==> config.mk <==
export PLATFORM = sky130hd
export DESIGN_NAME = serial_adapter
export DESIGN_NICKNAME = d
export VERILOG_FILES = /design/src/rtl/serial_adapter.sv
export SDC_FILE = /design/constraint.sdc
export NUM_CORES = 1
export LEC_CHECK = 0
export CORE_ASPECT_RATIO = 1.25
export CORE_MARGIN = 5
export CORE_UTILIZATION = 40
export DETAILED_ROUTE_END_ITERATION = 10
export PLACE_DENSITY = 0.7
export SLEW_MARGIN = 20
export SYNTH_ARGS = -nofsm -noshare
export SYNTH_HDL_FRONTEND = slang
export SYNTH_SLANG_ARGS = --single-unit
==> constraint.sdc <==
create_clock -name clk -period 2.1 [get_ports clk]
set_input_delay 0.42 -clock clk [delete_from_list [all_inputs] [get_ports clk]]
set_output_delay 0.42 -clock clk [all_outputs]
set_load 0.02 [all_outputs]
Metal 1:
Bar = 20 µm. Supply wires on this layer in grey.
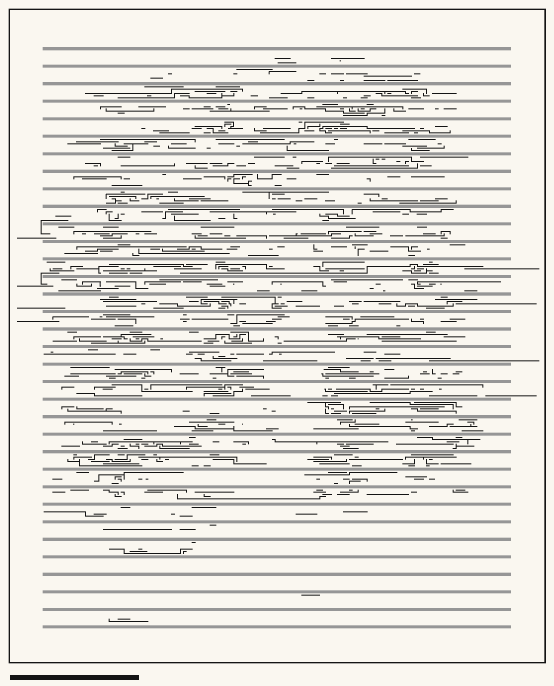
share of all routed wire: 46%
wire length on this layer: 2,630 µm
nets with wire on the layer: 340
longest straight run: 29.0 µm
main direction: horizontal
Routed WL: 5.72 mm
met1 usage: 0.168
DR vias: 2,189

The metal 2 layer:
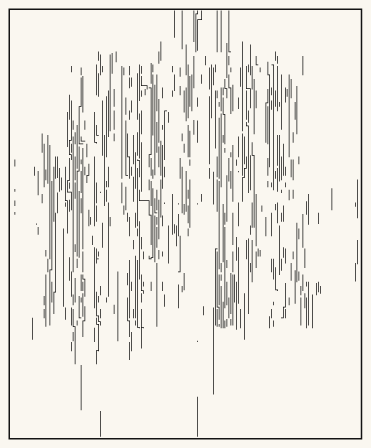
wire length on this layer: 2,760 µm
longest straight run: 32.0 µm
main direction: vertical
share of all routed wire: 48%
nets with wire on the layer: 307
met2 Track Usage GR: 0.254

Metal 3:
Bar = 20 µm.
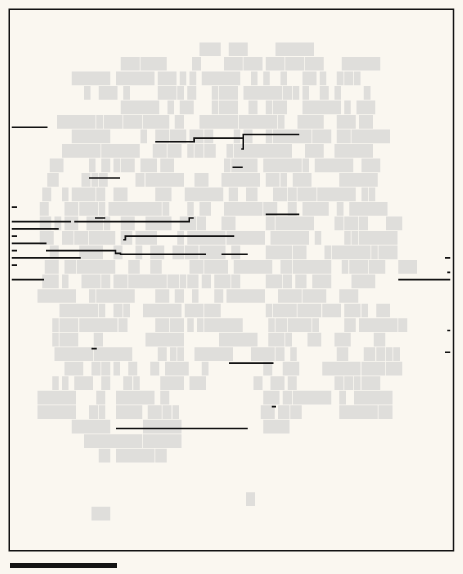
wire length on this layer: 222 µm
main direction: horizontal
met3 Use GR: 0.0521

==> impl_metrics.yaml <==
# synthesis and place-and-route metrics
global_routing:
  grt-ovfl-total: 0
  grt_first_pass_wirelength_mm: 10.1
  gr-usage-all-layers: 0.147
  grt_pass1_vias: 2212
  antenna_found_initial: 0
logic_synthesis:
  synth_cell_type_count: 36
  ff_type: "dfxtp_1"
  yosys.area_share.xor_xnor: 0.0165
  ys_sh_adder: 0.0517
  ys_sh_simple: 0.227
  edf_count: 0
  synth_area_mm2: 0.00266
  synth.most_common_cell: "dfxtp_1"
  synth.net_count: 326
  yosysTopAreaCell: "dfxtp_1"
  ys_cells: 300
  synthArstFlopShare: 0
  synthTopLogicFamily: "simple AND/OR/NAND/NOR gates"
  ys_ff: 60
route:
  avgViaCountPerCell: 5.10
  firstDrtPassIters: 4
  route.detailed.wl_per_inst_um: 13.3
  drc: 0
  initialDrtViolationCount: 66
final_timing:
  tightestPinTransition_ns: 0.415
  rsz0062_at_grt: "no"
  setup_slack_ns: 0.112
  setup_tns_ns: 0
  hold_violations: 0
critical_path:
  required_ns: 2.31
  r2r_setup_slack_ns: 0.25
  critPathMaxFanout: 5
  criticalPathCategory: "primary input to flop"
  arrival_ns: 2.20
finish:
  drive_above_1_share: 0.152
  synthToLayoutAreaGrowth_pct: 23.1
floorplanning:
  chip_area_mm2: 0.00839
  rows: 33
  chipWidth_um: 83.0
  boundaryPins: 25
clock_network:
  cts_buffers: 9
  cts.reportedPaths.clkPinSlew_ns: 0.07
  cts_hold_buf: 0
placed_design:
  pre_cts_ws_ns: -0.578
  hpwl_mm: 4.09
  port-buffer-count: 24
worst_hold_path:
  hold_class: "flop to flop"
power_and_ir_drop:
  pwr_density_cell_mw_per_mm2: 814
outcome:
  outcome: "finished, final reports clean"
==> stage by stage <==
step           hold slack [ns]  power [µW]  instances  instance area [µm²]
2_1_floorplan            0.389        1440        300                 2660
3_3_place_gp             0.393        1550        414                 3080
3_5_place_dp             0.397        1560        414                 3080
4_1_cts                  0.401        2710        429                 3280
5_1_grt                  0.422        2800        429                 3280
6_report                 0.399        2670        429                 3280
==> placed cells by master (no fill, tap or decap), drive strengths merged, types with 5 or more instances in the layout <==
cell type,instances
dfxtp,60
mux2i,25
clkbuf,13
or2,5
nand3,17
clkdlybuf4s50,10
nor3,5
a211oi,10
inv,6
nand2,36
ha,11
nand2b,5
a21oi,25
buf,26
nor2,37
==> where the power goes <==
group,switching [µW],internal (µW),total [µW]
combinational,172,139,311
clock,442,694,1140
sequential,39.1,1180,1220
==> cell type report <==
class	instances	area (µm²)
Sequential cell	60	1200
Clock buffer	11	141
Inverter	6	22.5
Fill cell	675	3250
Clock inverter	4	73.8
Timing Repair Buffer	43	353
Multi-Input combinational cell	218	1380
Tap cell	87	109
==> critical path, stage by stage <==
cell	delay [ns]
dlygate4sd2_1	0.27
buf_4	0.16
or4b_4	0.50
a2111oi_4	0.39
buf_4	0.22
mux2i_1	0.18
nor2_1	0.06
==> cells by family after synthesis <==
group                      count (synthesis)
and+or+nand+nor                          126
DFF                                       60
AOI/OAI and AO/OA                         51
muxes                                     25
buffers and inverters                     22
adders and majority gates                 11
xor gates and xnor gates                   5
==> routing by layer <==
layer  vias up  track usage  routed length [µm]
met2        34        0.254                2760
met1      1030        0.168                2630
met5         -            0                   0
li1       1115            -                   -
met3        10       0.0521                 221
met4         0       0.0553                 104
==> repair_timing <==
item                                    in CTS  in global routing
endpoints found under the setup margin      17                 16
pin swaps                                    1                  1
gates resized                               39                  6
Power figures rest on the tool's default switching activity, not on a simulated workload.
